File: src/rtl/serial_adder.sv
// Multi-cycle add/subtract built on one DIGIT-bit adder slice.
// Operands stream LSB first; carry/borrow is held between steps.
module serial_adder #(
  parameter int WIDTH = 16,
  parameter int DIGIT = 1
) (
  input  logic             clk,
  input  logic             rstN,
  input  logic             inValid,
  output logic             inReady,
  input  logic [WIDTH-1:0] inA,
  input  logic [WIDTH-1:0] inB,
  input  logic             inCarry,
  input  logic             inSub,
  output logic             outValid,
  input  logic             outReady,
  output logic [WIDTH-1:0] sum,
  output logic             carry,
  output logic             overflow
);

  localparam int STEPS = WIDTH / DIGIT;
  localparam int CW = (STEPS > 1) ? $clog2(STEPS) : 1;

  typedef enum logic [1:0] {
    IDLE,
    RUN,
    DONE
  } state_t;

  state_t           state_q, state_d;
  logic [WIDTH-1:0] opa_q, opa_d;
  logic [WIDTH-1:0] opb_q, opb_d;
  logic [WIDTH-1:0] res_q, res_d;
  logic [WIDTH-1:0] sum_q, sum_d;
  logic [CW-1:0]    cnt_q, cnt_d;
  logic             c_q, c_d;
  logic             sub_q, sub_d;
  logic             carry_q, carry_d;
  logic             ovf_q, ovf_d;

  logic [DIGIT-1:0] a_dig;
  logic [DIGIT-1:0] b_dig;
  logic [DIGIT:0]   full;
  logic [DIGIT-1:0] d;
  logic             c_next;
  logic             c_msb;
  logic [WIDTH-1:0] res_shift;
  logic             last;

  assign a_dig  = opa_q[DIGIT-1:0];
  assign b_dig  = opb_q[DIGIT-1:0];
  assign full   = {1'b0, a_dig} + {1'b0, b_dig}
                + {{DIGIT{1'b0}}, c_q};
  assign d      = full[DIGIT-1:0];
  assign c_next = full[DIGIT];
  // sum bit = a ^ b ^ cin, so cin into the top bit is recoverable
  assign c_msb  = a_dig[DIGIT-1] ^ b_dig[DIGIT-1] ^ d[DIGIT-1];
  assign last   = (cnt_q == '0);

  assign res_shift = (res_q >> DIGIT)
                   | (WIDTH'(d) << (WIDTH - DIGIT));

  always_comb begin
    state_d = state_q;
    opa_d   = opa_q;
    opb_d   = opb_q;
    res_d   = res_q;
    sum_d   = sum_q;
    cnt_d   = cnt_q;
    c_d     = c_q;
    sub_d   = sub_q;
    carry_d = carry_q;
    ovf_d   = ovf_q;
    unique case (state_q)
      IDLE: begin
        if (inValid) begin
          opa_d   = inA;
          opb_d   = inSub ? ~inB : inB;
          c_d     = inSub ^ inCarry;
          sub_d   = inSub;
          cnt_d   = CW'(STEPS - 1);
          res_d   = '0;
          state_d = RUN;
        end
      end
      RUN: begin
        opa_d = opa_q >> DIGIT;
        opb_d = opb_q >> DIGIT;
        res_d = res_shift;
        c_d   = c_next;
        if (last) begin
          sum_d   = res_shift;
          carry_d = sub_q ^ c_next;
          ovf_d   = c_msb ^ c_next;
          state_d = DONE;
        end else begin
          cnt_d = cnt_q - 1'b1;
        end
      end
      DONE: begin
        if (outReady) state_d = IDLE;
      end
      default: state_d = IDLE;
    endcase
  end

  always_ff @(posedge clk or negedge rstN) begin
    if (!rstN) begin
      state_q <= IDLE;
      opa_q   <= '0;
      opb_q   <= '0;
      res_q   <= '0;
      sum_q   <= '0;
      cnt_q   <= '0;
      c_q     <= 1'b0;
      sub_q   <= 1'b0;
      carry_q <= 1'b0;
      ovf_q   <= 1'b0;
    end else begin
      state_q <= state_d;
      opa_q   <= opa_d;
      opb_q   <= opb_d;
      res_q   <= res_d;
      sum_q   <= sum_d;
      cnt_q   <= cnt_d;
      c_q     <= c_d;
      sub_q   <= sub_d;
      carry_q <= carry_d;
      ovf_q   <= ovf_d;
    end
  end

  assign inReady  = (state_q == IDLE);
  assign outValid = (state_q == DONE);
  assign sum      = sum_q;
  assign carry    = carry_q;
  assign overflow = ovf_q;

endmodule

File: config.mk
export PLATFORM = sky130hd
export DESIGN_NAME = serial_adder
export DESIGN_NICKNAME = d
export VERILOG_FILES = /design/src/rtl/serial_adder.sv
export SDC_FILE = /design/constraint.sdc
export NUM_CORES = 1
export LEC_CHECK = 0
export CORE_MARGIN = 5
export CORE_UTILIZATION = 45
export CTS_BUF_LIST = sky130_fd_sc_hd__clkbuf_8
export CTS_CLUSTER_SIZE = 14
export DETAILED_ROUTE_END_ITERATION = 16
export PLACE_DENSITY = 0.79
export SLEW_MARGIN = 0
export SYNTH_ARGS = -nofsm -noshare
export SYNTH_HDL_FRONTEND = slang
export SYNTH_SLANG_ARGS = --single-unit
File: constraint.sdc
create_clock -name clk -period 1.95 [get_ports clk]
set_input_delay 0.4875 -clock clk [delete_from_list [all_inputs] [get_ports clk]]
set_output_delay 0.4875 -clock clk [all_outputs]
set_load 0.05 [all_outputs]
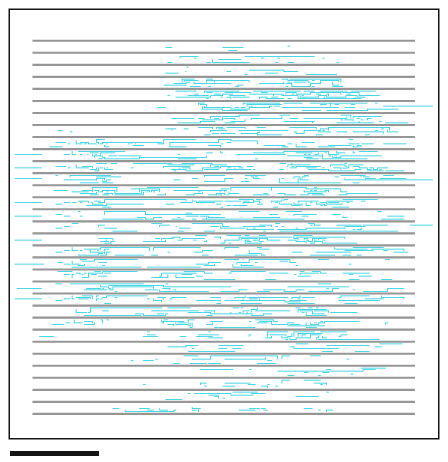
m1.png
The bar under the picture is 20 um long. Supply wires on this layer in grey.
The layer carries 3020 um of wire. 352 nets have wire on it. The longest straight run is 26.7 um.
M1 GR Usage: 0.201
total via count after detailed routing: 2494
Post-Route WL: 6.85 mm

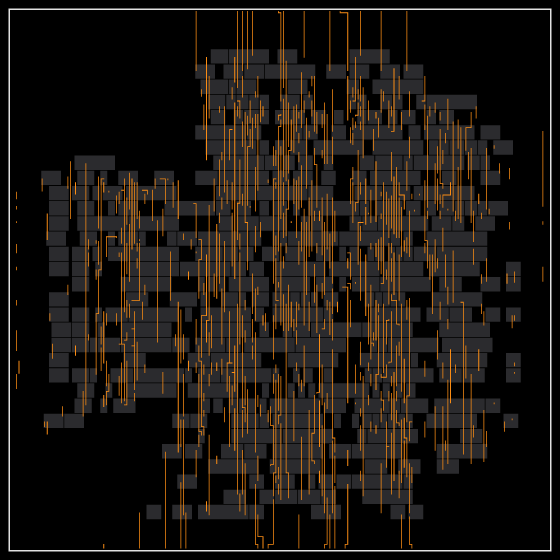
m2.png
Cells faint in the background.
The layer holds 49% of the routed length. The longest straight run is 43.2 um. 341 nets have wire on it. The layer carries 3350 um of wire. The wires run mostly vertical.
met2 Track Usage GR: 0.248

==> flow_summary.toml <==
# implementation run metrics
[clock_network]
cts_buffer_depth = 2
cts-resized-gates = 0
clock-sinks = 73
cts_buffers = 9
cts_hold_buf = 0
cts_setup_buffers = 0
tritoncts = "built"
htree_levels = 3
clkSlewWorstSetupHoldPaths_ns = 0.08

[floorplan]
core.rowCount = 31
die_width_um = 96.7
die-height_um = 96.7
num_io_pins = 58
nWellTaps = 99
initCoreUtil = 0.464

[worst_setup_path]
critical_path_buf_inv_count = 2
crit_fanout = 14
cp.required_ns = 1.46
timing.rr.end = "overflow"
reg2reg_from = "opa_q[0]"
slowest_delay_ns = 0.54
cp-startpoint = "state_q[0]"
worst_path_max_delay_cell = "dfrtp_1"
crit_path_end_kind = "primary output"
startpoint_type = "flop"
endpoint = "outValid"

[final_timing]
max_freq_mhz = 543
fin_crit_ns = 1.84
timing.hold.ws_ns = 0.0807
finClkSkew_ns = 0.0136
slew_viol_final = 0
period_used_share = 0.945
slew-limit-headroom = 0.576
setup_slack_ns = 0.108
hold_violations = 0
finalSetupViolCount = 0
fin_tns_setup_ns = 0
rsz0062_at_grt = "no"

[logic_synthesis]
topCellsByArea = "dfrtp_1, mux2_2, xnor2_1"
ys_seq_frac = 0.540
synth_simple_gate_area_share = 0.136
netlist_area_um2 = 3380
ys_cells = 310
syn_nets = 350
yosysUniqueCellTypes = 36
ys.flop_type = "dfrtp_1"
edf_count = 0
adder_share = 0.00962
synth_cells = 310
top_logic_kind = "AND-OR/OR-AND gates"
common_cells = "dfrtp_1, nand2_1, xnor2_1"
syn_avg_cell_area_um2 = 10.9
synthXorXnorAreaFrac = 0.0570

[grt]
met3_usage = 0.0353
grt_pass1_wl_mm = 12.1
grt_max_degree = 42
top_usage_layer = "met2"
grt_pass1_vias = 2554
grt.overflow.total = 0
antenna_found_initial = 0
grt_usage = 0.157

[placed_design]
dp_cells = 458
dpl_cell_area_um2 = 4060
dpl.hpwl_mm = 4.77
port_buffers = 57
preCtsSetupSlack_ns = 0.0120

[layout]
layout.cells.non_filler = 474
utilization = 0.586
syn_to_final_growth_pct = 26.3
largest_class = "flip-flops and latches"
seq_cell_count = 73
mi_logic_area_um2 = 1400
layout_top_cell = "dfrtp_1"
clkCellAreaFrac = 0.0480
antennaDiodeCount = 0
fin_area_um2 = 4270
logic_gate_count = 208
fill_cells = 636
final_layout_top_logic_cells = "dfrtp_1, clkdlybuf4s50_1, nand2_1"

[power]
power_switching_mw = 2.53
top_power_group = "combinational cells"
ir_drop_v = 0.000661
swShare = 0.391
seqPwrFrac = 0.398
combPwrFrac = 0.417
internal_power_mw = 3.94
pg_clk_mw = 1.20
power.share.clock = 0.185

[status]
status = "completed"

[route]
dr_wl_met2_mm = 3.35
route.detailed.drc = 0
detail-route-antenna-nets = 0

[worst_hold_path]
min_path_type = "in -> async"

[flow_run]
warnings = 26
